**src/rtl/byron_fe_pkg.sv**
```systemverilog
// byron_fe_pkg: command codes, FSM states and status bit positions for the ALU front end
package byron_fe_pkg;
  localparam logic [2:0] CMD_A_LO  = 3'd0;
  localparam logic [2:0] CMD_A_HI  = 3'd1;
  localparam logic [2:0] CMD_B_LO  = 3'd2;
  localparam logic [2:0] CMD_B_HI  = 3'd3;
  localparam logic [2:0] CMD_GO    = 3'd4;
  localparam logic [2:0] CMD_CLR   = 3'd5;
  localparam logic [2:0] CMD_CHAIN = 3'd6;
  localparam logic [2:0] CMD_VIEW  = 3'd7;
  typedef enum logic [1:0] {IDLE, EXEC, CAPTURE} state_t;
  localparam int ST_BUSY = 7;
  localparam int ST_DONE = 6;
  localparam int ST_COUT = 5;
  localparam int ST_OVR  = 4;
endpackage

```
**src/rtl/byron_fe_if.sv**
```systemverilog
// byron_fe_if: operand/select/result bus between the front end (master) and alu_8bit (slave)
interface byron_fe_if;
  logic [7:0] a;
  logic [7:0] b;
  logic [2:0] sel;
  logic [7:0] result;
  logic       cout;
  modport master(output a, b, sel, input result, cout);
  modport slave(input a, b, sel, output result, cout);
endinterface

```
**src/rtl/byron_in_sync.sv**
```systemverilog
// byron_in_sync: multi-stage synchronizer for the input pins plus a strobe rising-edge pulse
module byron_in_sync #(
  parameter int SYNC_STAGES = 2
) (
  input  logic       clk,
  input  logic       rst_n,
  input  logic [7:0] d,
  output logic [6:0] q,
  output logic       rise
);
  logic [SYNC_STAGES-1:0][7:0] stg;
  logic                        prev;
  always_ff @(posedge clk or negedge rst_n) begin
    if (!rst_n) begin
      stg  <= '0;
      prev <= 1'b0;
    end else begin
      stg  <= {stg[SYNC_STAGES-2:0], d};
      prev <= stg[SYNC_STAGES-1][7];
    end
  end
  assign q    = stg[SYNC_STAGES-1][6:0];
  assign rise = stg[SYNC_STAGES-1][7] & ~prev;
endmodule

```
**src/rtl/byron_alu_frontend.sv**
```systemverilog
// byron_alu_frontend: nibble-command front end that loads operands, runs alu_8bit and reports result/status.
// Defining BYRON_FE_CHAIN_EN turns cmd 110 into CHAIN (A <= result, new select, run again).
module byron_alu_frontend
  import byron_fe_pkg::*;
#(
  parameter int SYNC_STAGES = 2,
  parameter int EXEC_CYCLES = 1
) (
  input  logic          clk,
  input  logic          rst_n,
  input  logic          ena,
  input  logic [7:0]    ui_in,
  output logic [7:0]    uo_out,
  byron_fe_if.master    alu
);
  localparam logic [3:0] CNT_INIT = 4'(EXEC_CYCLES - 1);
  logic [6:0] cmd_data;
  logic [2:0] cmd;
  logic [3:0] data;
  logic       rise, busy, fire, start, chain;
  state_t     state, state_d;
  logic [7:0] a_q, b_q, result_q, status;
  logic [2:0] sel_q;
  logic [3:0] cnt;
  logic       cout_q, done, overrun, view_q;
  byron_in_sync #(.SYNC_STAGES(SYNC_STAGES)) u_sync (
    .clk  (clk),
    .rst_n(rst_n),
    .d    (ui_in),
    .q    (cmd_data),
    .rise (rise)
  );
  assign cmd  = cmd_data[6:4];
  assign data = cmd_data[3:0];
  assign busy = state != IDLE;
  assign fire = ena & rise & ~busy;
`ifdef BYRON_FE_CHAIN_EN
  assign chain = fire && cmd == CMD_CHAIN;
`else
  assign chain = 1'b0;
`endif
  assign start = (fire && cmd == CMD_GO) || chain;
  always_comb begin
    state_d = state == IDLE ? (start ? EXEC : IDLE) :
              state == EXEC ? (cnt == 4'd0 ? CAPTURE : EXEC) : IDLE;
  end
  always_ff @(posedge clk or negedge rst_n) begin
    if (!rst_n) state <= IDLE;
    else if (ena) state <= state_d;
  end
  // CAPTURE is still busy, so an edge landing on it is dropped as an overrun
  always_ff @(posedge clk or negedge rst_n) begin
    if (!rst_n) begin
      a_q      <= 8'h00;
      b_q      <= 8'h00;
      result_q <= 8'h00;
      sel_q    <= 3'b000;
      cout_q   <= 1'b0;
      done     <= 1'b0;
      overrun  <= 1'b0;
      view_q   <= 1'b0;
      cnt      <= 4'd0;
    end else if (ena) begin
      if (rise && busy) overrun <= 1'b1;
      if (fire) begin
        case (cmd)
          CMD_A_LO: a_q[3:0] <= data;
          CMD_A_HI: a_q[7:4] <= data;
          CMD_B_LO: b_q[3:0] <= data;
          CMD_B_HI: b_q[7:4] <= data;
          CMD_CLR:  overrun <= 1'b0;
          CMD_VIEW: begin
            view_q  <= data[0];
            overrun <= 1'b0;
          end
          default: ;
        endcase
      end
      if (start) begin
        sel_q <= data[2:0];
        done  <= 1'b0;
        cnt   <= CNT_INIT;
      end
`ifdef BYRON_FE_CHAIN_EN
      if (chain) a_q <= result_q;
`endif
      if (state == EXEC && cnt != 4'd0) cnt <= cnt - 4'd1;
      if (state == CAPTURE) begin
        result_q <= alu.result;
        cout_q   <= alu.cout;
        done     <= 1'b1;
      end
    end
  end
  always_comb begin
    status          = 8'h00;
    status[ST_BUSY] = busy;
    status[ST_DONE] = done;
    status[ST_COUT] = cout_q;
    status[ST_OVR]  = overrun;
    status[2:0]     = sel_q;
  end
  assign uo_out  = view_q ? status : result_q;
  assign alu.a   = a_q;
  assign alu.b   = b_q;
  assign alu.sel = sel_q;
endmodule

```
**src/flat_wrapper.sv**
```systemverilog
// flat-port wrapper written by rule: the top's interface ports become plain ports
module byron_alu_frontend_flat import byron_fe_pkg::*;
#(
  parameter int SYNC_STAGES = 2,
  parameter int EXEC_CYCLES = 1
)
  (clk, rst_n, ena, ui_in, uo_out, alu_a, alu_b, alu_sel, alu_result, alu_cout);
  byron_fe_if alu_i ();
  input  logic clk;
  input  logic rst_n;
  input  logic ena;
  input  logic [7:0] ui_in;
  output logic [7:0] uo_out;
  output wire logic [$bits(alu_i.a)-1:0] alu_a;
  output wire logic [$bits(alu_i.b)-1:0] alu_b;
  output wire logic [$bits(alu_i.sel)-1:0] alu_sel;
  input wire logic [$bits(alu_i.result)-1:0] alu_result;
  input wire logic [$bits(alu_i.cout)-1:0] alu_cout;
  assign alu_a = alu_i.a;
  assign alu_b = alu_i.b;
  assign alu_sel = alu_i.sel;
  assign alu_i.result = alu_result;
  assign alu_i.cout = alu_cout;
  byron_alu_frontend #(.SYNC_STAGES(SYNC_STAGES), .EXEC_CYCLES(EXEC_CYCLES)) u_core (.clk(clk), .rst_n(rst_n), .ena(ena), .ui_in(ui_in), .uo_out(uo_out), .alu(alu_i));
endmodule
```
**config.mk**
```make
export PLATFORM = sky130hd
export DESIGN_NAME = byron_alu_frontend_flat
export DESIGN_NICKNAME = d
export VERILOG_FILES = /design/src/rtl/byron_fe_pkg.sv /design/src/rtl/byron_fe_if.sv /design/src/rtl/byron_in_sync.sv /design/src/rtl/byron_alu_frontend.sv /design/src/flat_wrapper.sv
export SDC_FILE = /design/constraint.sdc
export NUM_CORES = 1
export LEC_CHECK = 0
export ABC_AREA = 1
export CAP_MARGIN = 20
export CORE_AREA = 2 2 70 72
export DETAILED_ROUTE_END_ITERATION = 8
export DIE_AREA = 0 0 72 74
export PLACE_DENSITY = 0.76
export SLEW_MARGIN = 20
export SYNTH_ARGS = -nofsm -noshare
export SYNTH_HDL_FRONTEND = slang
export SYNTH_HIERARCHICAL = 1
export SYNTH_SLANG_ARGS = --single-unit
```
**constraint.sdc**
```tcl
create_clock -name clk -period 1.53 [get_ports clk]
set_input_delay 0.153 -clock clk [delete_from_list [all_inputs] [get_ports clk]]
set_output_delay 0.153 -clock clk [all_outputs]
set_load 0.03 [all_outputs]
```
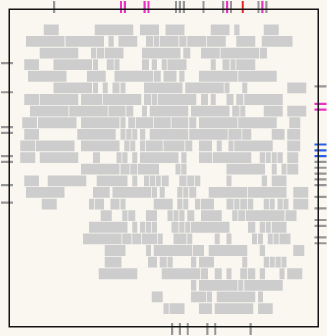
(run_1/pinout.png)
Pins as bars across the die edge, other pins in grey.
legend:
  clk:
    colour: red
    pins: 1
    direction: input
    edge: top
  alu_sel:
    colour: blue
    pins: 3
    direction: output
    edge: right
  alu_a:
    colour: magenta
    pins: 8
    direction: output
    edge: 6 top, 2 right
all pins by edge: 17 right, 16 top, 8 left, 6 bottom

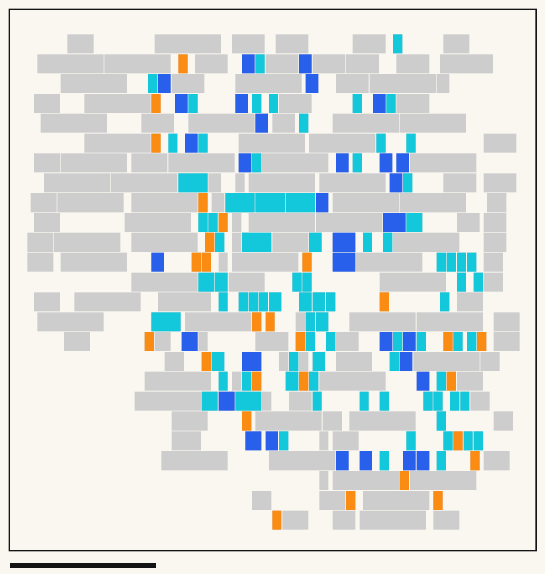
(run_1/gates.png)
Scale bar: 20 um.
legend:
  inv cells:
    colour: orange
    cells: 27
  aoi and oai cells:
    colour: blue
    cells: 32
  nand cells:
    colour: cyan
    cells: 82

==> run_results.csv, run 1 <==
group,metric,value,unit
clock_tree,clock_path_buffers,2,
min_path,hold_class,"primary input to register",
routing,routedWlPerCell,11.68,um
place,place_ws,47.69,ps
floorplanning,dieArea,5328,um^2
logic_synthesis,ys_area,2193,um^2
logic_synthesis,netlist-cell-type-count,25,
routing,drc,0,
worst_setup_path,r2r_cells,6,
finish,final_util,0.6076,
sta,period_used_share,0.9101,
worst_setup_path,critPathCaptureType,"primary output",
logic_synthesis,synth-async-reset-ratio,1.000,
routing,wl,3.797,mm
power_and_ir_drop,p_leak,1.655,nW
sta,grt_setup_unrepaired,"false",
clock_tree,clk_pin_slew,100,ps
sta,fin_skew,5.408,ps
sta,worst_slew_pin_slew,333.2,ps
power_and_ir_drop,finalPower,0.003626,W
logic_synthesis,synth_area_per_cell,9.792,um^2
routing,drtPass1Iterations,4,
sta,final.setup.tns,0,ps
worst_setup_path,r2r-start,"u_core/u_sync/prev",
routing,vias,1538,
finish,lay_top_count,"nand2_1",
logic_synthesis,synth_flops,54,
sta,setup_viol_count_final,0,
clock_tree,cts_tree,"done",
place,port_buffers,46,
logic_synthesis,top_area_frac,0.6161,
floorplanning,core,4598,um^2
sta,maxSlewHeadroom,0.7775,
place,place_congestion,0.7743,
logic_synthesis,yosysTopAreaCell,"dfrtp_1",
floorplanning,rows,25,
logic_synthesis,synthesis.area,2193,um^2
clock_tree,cts-root-buf,"clkbuf_8",
clock_tree,cts_made_buffers,5,
finish,layout_top_cells,"nand2_1, dfrtp_1, inv_1",
worst_setup_path,crit_path_end,"uo_out[1]",
worst_setup_path,crit_arrival,1240,ps
global_routing,first_global_vias,1413,
worst_setup_path,required,1380,ps
logic_synthesis,syn_inst,224,
worst_setup_path,critPathMaxFanout,10,
logic_synthesis,synthSimpleGateAreaFrac,0.2094,
job,log.warning_count,26,
job,cap_violations,0,
logic_synthesis,topCombFamilyByArea,"simple AND/OR/NAND/NOR gates",
floorplanning,fp.dieW,72,um
global_routing,grt_pass1_wl,6.396,mm
place,dpl-instance-area,2651,um^2
run_status,status,"complete, no violations",
finish,area_delta_synth_final,27.38,%
logic_synthesis,topCellsByArea,"dfrtp_1, nand2_1, o21ai_0, inv_1, nand2_4",
power_and_ir_drop,ir_drop,672.3,uV
global_routing,grt_max_degree,55,
routing,drtAntennaViolNets,0,
logic_synthesis,yosys.area_share.adder,0.005705,
logic_synthesis,synth_stat.cells,224,
logic_synthesis,synthMuxAreaShare,0,
logic_synthesis,ys_sh_aoi,0.08100,
finish,final_cells,325,
logic_synthesis,edf_count,0,
logic_synthesis,postSynthSeqShare,0.6161,
global_routing,antenna_found_initial,0,
finish,nNetsFinal,291,
logic_synthesis,ff_type,"dfrtp_1",
logic_synthesis,yosysMostFrequentCell,"nand2_1",
sta,hold_viol,0,
floorplanning,die_h,74,um
sta,fmax,0.7181,GHz
finish,stdcell_area,2794,um^2
clock_tree,postCtsSetupRepairBufs,0,
routing,drt-initial-drc-count,109,
logic_synthesis,synth.cellmix.xorXnorShare,0.003993,
floorplanning,fp_util,0.4770,
sta,post-route-min-period,1392,ps
worst_setup_path,start_kind,"register",
worst_setup_path,cp-startpoint,"u_core/view_q",
worst_setup_path,critPathKind,"register to primary output",
worst_setup_path,r2r_slack,240,ps
global_routing,overflow,0,
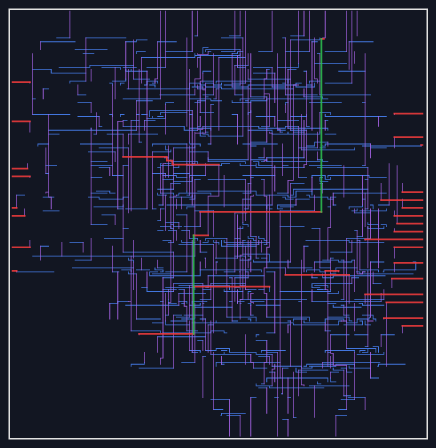
(run_1/layers.png)
legend:
  M4:
    colour: green
    wire_length: 46.9 um
  M1:
    colour: blue
    wire_length: 1760 um
  M2:
    colour: purple
    wire_length: 1800 um
  M3:
    colour: red
    wire_length: 184 um

[run 1: metal layers]
metal	share of wire	track usage	up-vias
li1	-	-	787
met1	0.46	0.2063	710
met2	0.47	0.2531	36
met3	0.048	0.03930	5
met4	0.012	0.05660	0
met5	0	0	-
[run 1: power breakdown]
group / total (W) / switching (W) / internal (W)
combinational: 0.00105 / 0.000643 / 0.000408
clock: 0.000811 / 0.000472 / 0.000339
sequential: 0.00176 / 0.000120 / 0.00164
[run 1: worst max-delay path, stage by stage, from the launching register on]
cell and delay (ps):
dfrtp_1 390, buf_4 180, inv_2 100, nand2_1 60, nand2_1 60, buf_4 150
[run 1: state kept, by name (all words and copies together), names as in the netlist]
name	cells
u_core/result_q	8
u_core/cout_q	1
u_core/done	1
u_core/u_sync/stg	9
u_core/u_sync/prev	1
u_core/view_q	1
u_core/state	2
u_core/alu.b	8
u_core/alu.a	8
u_core/cnt	4
u_core/alu.sel	3
u_core/u_sync/q	7
u_core/overrun	1
[run 1: layout make-up]
class | count | area, um^2
flip-flops and latches | 54 | 1351
multi-input cells | 132 | 658.1
well taps | 54 | 67.56
fillers | 395 | 1804
inverters | 27 | 101.3
repair buffers | 50 | 518.0
clock inverters | 3 | 28.78
clock buffers | 5 | 68.82
[run 1: worst min path at each step]
stage | start | to | cells past startpoint
2_1_floorplan | rst_n | u_core/alu.a[0] | 0
3_3_place_gp | rst_n | u_core/alu.a[1] | 2
3_5_place_dp | rst_n | u_core/alu.b[6] | 2
4_1_cts | ui_in[6] | u_core/u_sync/stg[6] | 1
5_1_grt | ui_in[1] | u_core/u_sync/stg[1] | 1
6_report | ui_in[6] | u_core/u_sync/stg[6] | 1
[run 1: repair_timing]
item,CTS,global route
hold buffers,1,0
endpoints found under the setup margin,4,22
endpoints found under the hold margin,54,0
gates resized,4,17
## Run 2: what changed since run 1
- CORE_AREA: 2 2 70 72 -> 5 5 73 75
- DIE_AREA: 0 0 72 74 -> 0 0 78 80
- clock period: 1.53 -> 1.34 ns (I/O delays scaled with it)
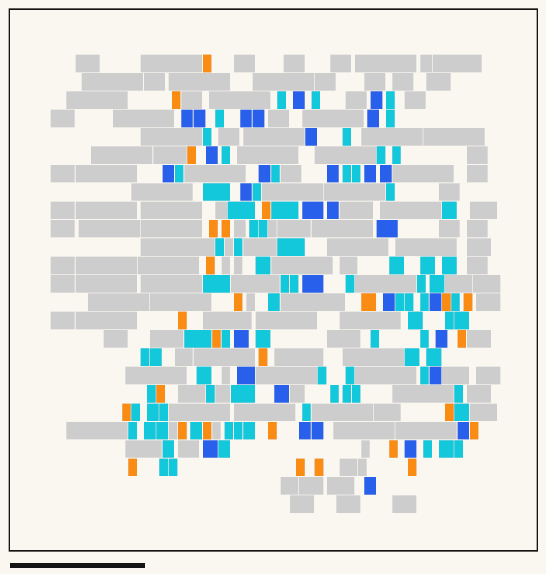
(run_2/gates.png)
Scale bar: 20 um.
legend:
  nand cells:
    colour: cyan
    cells: 82
  aoi and oai cells:
    colour: blue
    cells: 32
  inv cells:
    colour: orange
    cells: 27

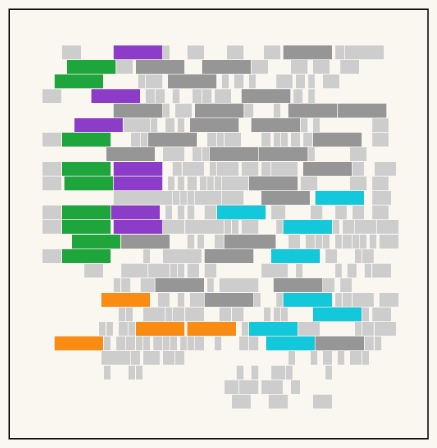
(run_2/ff_map.png)
Other sequential cells in the stronger grey, the rest of the logic in the fainter grey.
legend:
  u_core/result_q:
    colour: cyan
    placed_flops: 8
  u_core/u_sync/stg:
    colour: green
    placed_flops: 9
  u_core/cnt:
    colour: orange
    placed_flops: 4
  u_core/u_sync/q:
    colour: purple
    placed_flops: 7
not coloured: 26

==> run_results.csv, run 2 <==
group,metric,value,unit
run_status,status,"complete, no violations",
logic_synthesis,synthesis.area,2193,um^2
place,place_ws,-75.70,ps
global_routing,grt.busiest_layer,"met2",
sta,grt_setup_unrepaired,"true",
logic_synthesis,ys_area,2193,um^2
power_and_ir_drop,switchingPower,0.001396,W
routing,drt-met1-wl,1.726,mm
global_routing,overflow,0,
routing,routedWlPerCell,12.27,um
sta,post-route-min-period,1324,ps
routing,drt-initial-drc-count,53,
logic_synthesis,yosysTopAreaCell,"dfrtp_1",
finish,final_util,0.6231,
min_path,hold_class,"primary input to register",
logic_synthesis,synth-async-reset-ratio,1.000,
routing,top_layer,"met4",
worst_setup_path,start_kind,"register",
floorplanning,fp.dieW,78,um
global_routing,grtUsageMet2,0.2279,
worst_setup_path,required,1210,ps
sta,hold_viol,0,
sta,maxSlewHeadroom,0.7849,
job,log.warning_count,27,
clock_tree,cts_made_buffers,5,
power_and_ir_drop,p_leak,1.515,nW
clock_tree,cts-root-buf,"clkbuf_8",
routing,wl,4.013,mm
power_and_ir_drop,seqPwrFrac,0.464,
finish,area_delta_synth_final,30.63,%
sta,period_used_share,0.9878,
worst_setup_path,r2r_slack,80,ps
logic_synthesis,yosysMostFrequentCell,"nand2_1",
finish,nNetsFinal,294,
routing,wl_met3,268,um
worst_setup_path,r2r-start,"u_core/state[0]",
finish,lay_top_count,"dfrtp_1",
logic_synthesis,topCellsByArea,"dfrtp_1, nand2_1, o21ai_0, inv_1, nand2_4",
finish,final_cells,327,
logic_synthesis,synth_stat.cells,224,
logic_synthesis,syn_inst,224,
global_routing,grt_max_degree,55,
place,place_congestion,0.8048,
routing,wl_met2,1.944,mm
sta,fin_skew,8.712,ps
global_routing,grt.met1_usage,0.1672,
power_and_ir_drop,pwr-share-comb,0.290,
power_and_ir_drop,swShare,0.3193,
logic_synthesis,netlist-cell-type-count,25,
worst_setup_path,critPathKind,"register to primary output",
finish,largest_reg_flops,9,
routing,drc,0,
floorplanning,fp_util,0.4770,
power_and_ir_drop,ir_drop,881.6,uV
logic_synthesis,top_area_frac,0.6161,
routing,vias,1620,
global_routing,first_global_vias,1548,
global_routing,antenna_found_initial,0,
logic_synthesis,synth_flops,54,
floorplanning,die_h,80,um
sta,worst_slew_pin_slew,320.2,ps
sta,setup_viol_count_final,0,
routing,drtAntennaViolNets,0,
[run 2: kinds of logic after synthesis]
family                     share of synthesized area
and+or+nand+nor                               0.2094
adders and majority gates                   0.005704
xor gates and xnor gates                    0.003994
buffers and inverters                        0.08386
DFF                                           0.6161
AOI/OAI and AO/OA                            0.08101
[run 2: layout make-up]
class / count / area [um^2]
flip-flops and latches: 54 / 1353
clock buffers: 6 / 82.58
clock inverters: 1 / 30.03
multi-input cells: 132 / 698.2
well taps: 54 / 67.56
inverters: 27 / 103.9
fillers: 378 / 1733
repair buffers: 53 / 530.5
[run 2: critical path: stages, from the launching register on]
cell and delay (ps):
dfrtp_2 490, buf_6 160, nand2_2 60, nand2_2 50
buf_6 130
[run 2: how the worst max path moves through the flow]
| stage | startpoint | endpoint | slack [ps] | depth (start not counted) |
|---|---|---|---|---|
| 6_report | u_core/view_q | uo_out[1] | 20 | 4 |
| 5_1_grt | u_core/view_q | uo_out[6] | -30 | 4 |
| 4_1_cts | u_core/view_q | uo_out[1] | 10 | 4 |
| 3_3_place_gp | ena | u_core/cnt[3] | -30 | 6 |
| 2_1_floorplan | u_core/view_q | uo_out[7] | 20 | 3 |
| 3_5_place_dp | ena | u_core/cnt[3] | -80 | 6 |
[run 2: power by group through the flow]
stage	Clock, W	Combinational [W]	Sequential [W]
after global placement	0	0.00122	0.00205
after CTS	0.00110	0.00120	0.00202
after detailed placement	0	0.00125	0.00205
after global routing	0.00116	0.00138	0.00206
after floorplan	0	0.000525	0.00223
final	0.00107	0.00127	0.00203
[run 2: what timing repair did]
action                                  4_1_cts  5_1_grt
hold buffers                                  1        0
resized                                      22       24
endpoints found under the hold margin        54        0
cloned                                        0        0
endpoints found under the setup margin       26       18
setup buffers                                 1        0
pin swaps                                     0        6
## Run 3: what changed since run 2
- MAX_ROUTING_LAYER: default -> met4
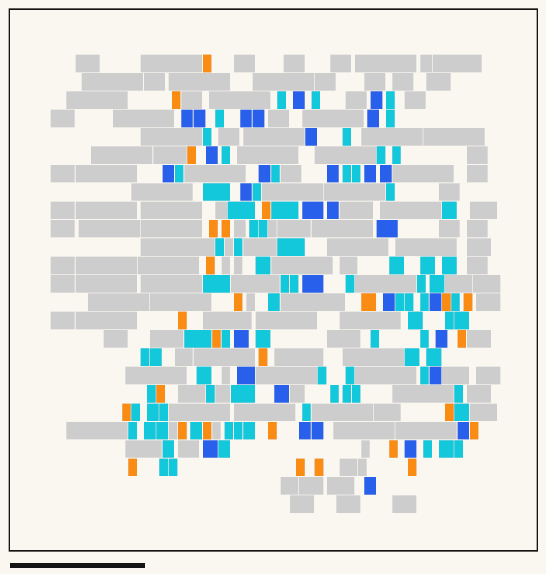
(run_3/gates.png)
Scale bar: 20 um.
legend:
  inv cells:
    colour: orange
    cells: 27
  nand cells:
    colour: cyan
    cells: 82
  aoi and oai cells:
    colour: blue
    cells: 32

==> run_results.csv, run 3 <==
group,metric,value,unit
routing,top_layer,"met4",
power_and_ir_drop,ir_drop,882.2,uV
sta,setup_viol_count_final,0,
sta,maxSlewHeadroom,0.7849,
floorplanning,fp_util,0.4770,
finish,largest_reg_flops,9,
run_status,status,"complete, no violations",
global_routing,overflow,0,
logic_synthesis,ys_area,2193,um^2
power_and_ir_drop,p_leak,1.515,nW
sta,slew_viol_final,0,
worst_setup_path,start_kind,"register",
sta,hold_viol,0,
sta,fin_skew,8.677,ps
worst_setup_path,crit_path_top_delay_cell,"dfrtp_2",
logic_synthesis,ys_top_cells_by_count,"nand2_1, dfrtp_1, inv_1, o21ai_0, nor2_1",
sta,post-route-min-period,1324,ps
worst_setup_path,r2r_slack,70,ps
worst_setup_path,path_delay_family,"flip-flops",
worst_setup_path,path_cells,"buf_6 > nand2_2 > nand2_2 > buf_6",
sta,fmax,0.7553,GHz
logic_synthesis,synth_flops,54,
worst_setup_path,cp_num_cells,4,
job,cap_violations,0,
logic_synthesis,synthesis.area,2193,um^2
sta,period_used_share,0.9880,
routing,drt-met1-wl,1.764,mm
global_routing,antenna_found_initial,0,
min_path,hold_path_depth,1,
sta,worst_slew_pin_slew,320.1,ps
routing,drc,0,
finish,lay_top_count,"dfrtp_1",
finish,fill_cells,378,
logic_synthesis,yosysTopAreaCell,"dfrtp_1",
worst_setup_path,r2r_cells,7,
routing,wl_met3,240,um
min_path,hold_class,"primary input to register",
routing,wl_met2,1.960,mm
sta,grt_setup_unrepaired,"true",
global_routing,grt.busiest_layer,"met2",
floorplanning,fp.dieW,78,um
logic_synthesis,yosysWarnings,6,
worst_setup_path,crit_arrival,1190,ps
place,place_ws,-75.70,ps
routing,wl,4.006,mm
logic_synthesis,topCellsByArea,"dfrtp_1, nand2_1, o21ai_0, inv_1, nand2_4",
logic_synthesis,synth_stat.cells,224,
global_routing,grtUsageMet2,0.2279,
worst_setup_path,required,1210,ps
global_routing,grt.met1_usage,0.1686,
floorplanning,die_h,80,um
routing,vias,1599,
job,log.warning_count,27,
routing,routedWlPerCell,12.25,um
global_routing,grt_usage,0.1381,
routing,drtAntennaViolNets,0,
global_routing,grt_max_degree,55,
worst_setup_path,critPathMaxStageDelay,490,ps
routing,drt-initial-drc-count,79,
logic_synthesis,synth-async-reset-ratio,1.000,
place,place_congestion,0.8165,
logic_synthesis,edf_count,0,
finish,area_delta_synth_final,30.63,%
logic_synthesis,yosysMostFrequentCell,"nand2_1",
worst_setup_path,cp_num_buf_inv,2,
worst_setup_path,critPathKind,"register to primary output",
logic_synthesis,top_area_frac,0.6161,
global_routing,first_global_vias,1549,
worst_setup_path,r2r-start,"u_core/state[0]",
logic_synthesis,netlist-cell-type-count,25,
logic_synthesis,syn_inst,224,
clock_tree,cts-root-buf,"clkbuf_8",
clock_tree,cts_made_buffers,5,
routing,drtPass1Iterations,4,
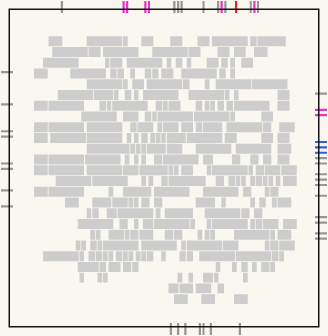
(run_3/pinout.png)
Pins as bars across the die edge, other pins in grey.
legend:
  alu_a:
    colour: magenta
    pins: 8
    direction: output
    edge: 6 top, 2 right
  alu_sel:
    colour: blue
    pins: 3
    direction: output
    edge: right
  clk:
    colour: red
    pins: 1
    direction: input
    edge: top
all pins by edge: 16 right, 16 top, 8 left, 7 bottom

[run 3: cell counts after synthesis]
No cell type changed its count.
[run 3: what timing repair did]
item                                    in CTS  in global routing
hold buffers                                 1                  0
hold endpoints to repair                    54                  0
endpoints found under the setup margin      26                 18
pin swaps                                    0                  6
setup buffers                                1                  0
gates cloned                                 0                  0
gates resized                               22                 24
[run 3: worst max path at each step]
stage | from | end | slack, ps
2_1_floorplan | u_core/view_q | uo_out[7] | 20
3_3_place_gp | ena | u_core/cnt[3] | -30
3_5_place_dp | ena | u_core/cnt[3] | -80
4_1_cts | u_core/view_q | uo_out[1] | 10
5_1_grt | u_core/view_q | uo_out[6] | -30
6_report | u_core/view_q | uo_out[1] | 20
[run 3: power breakdown]
part           total, W  internal, W  leakage, nW  switching, W
Clock           0.00107     0.000598       0.0573      0.000476
Combinational   0.00127     0.000499        0.779      0.000768
Sequential      0.00203      0.00188        0.679      0.000151
Total           0.00437      0.00297         1.51       0.00139
[run 3: final cells by class]
type / instances / area [um^2] / area share
multi-input combinational: 132 / 698.2 / 0.2437
tap: 54 / 67.56 / 0.02358
clock inverter: 1 / 30.03 / 0.01048
sequential: 54 / 1353 / 0.4721
clock buffer: 6 / 82.58 / 0.02882
inverter: 27 / 103.9 / 0.03624
timing repair buffer: 53 / 530.5 / 0.1852
[run 3: metrics by stage]
stage               utilization  std cells
finish                   0.6231        327
global route             0.6231        327
CTS                      0.6090        327
detailed placement       0.5848        318
global placement         0.5848        318
floorplan                     -        224
[run 3: cells by family (layout without fill, tap and decap cells)]
logic type      count (synthesis)  count (layout)  synth area share
flops                          54              54            0.6161
fa+ha+maj                       1               1          0.005704
compound gates                 32              32           0.08101
buf+inv                        38              87           0.08386
simple gates                   98              98            0.2094
xor+xnor                        1               1          0.003994

==> screenshots <==
Clock routing.
Plate I
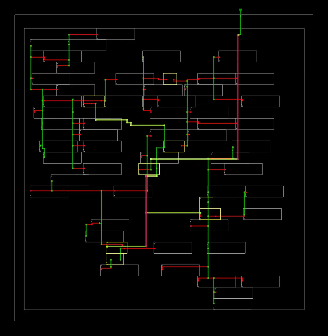
Plate II
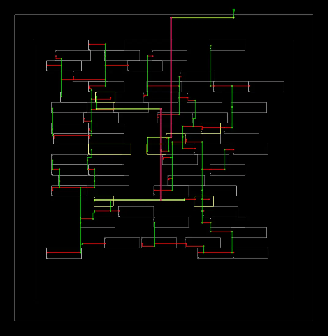
| picture | from |
|---|---|
| Plate I | run 1 |
| Plate II | run 2 |

Power and IR drop assume default switching activity.
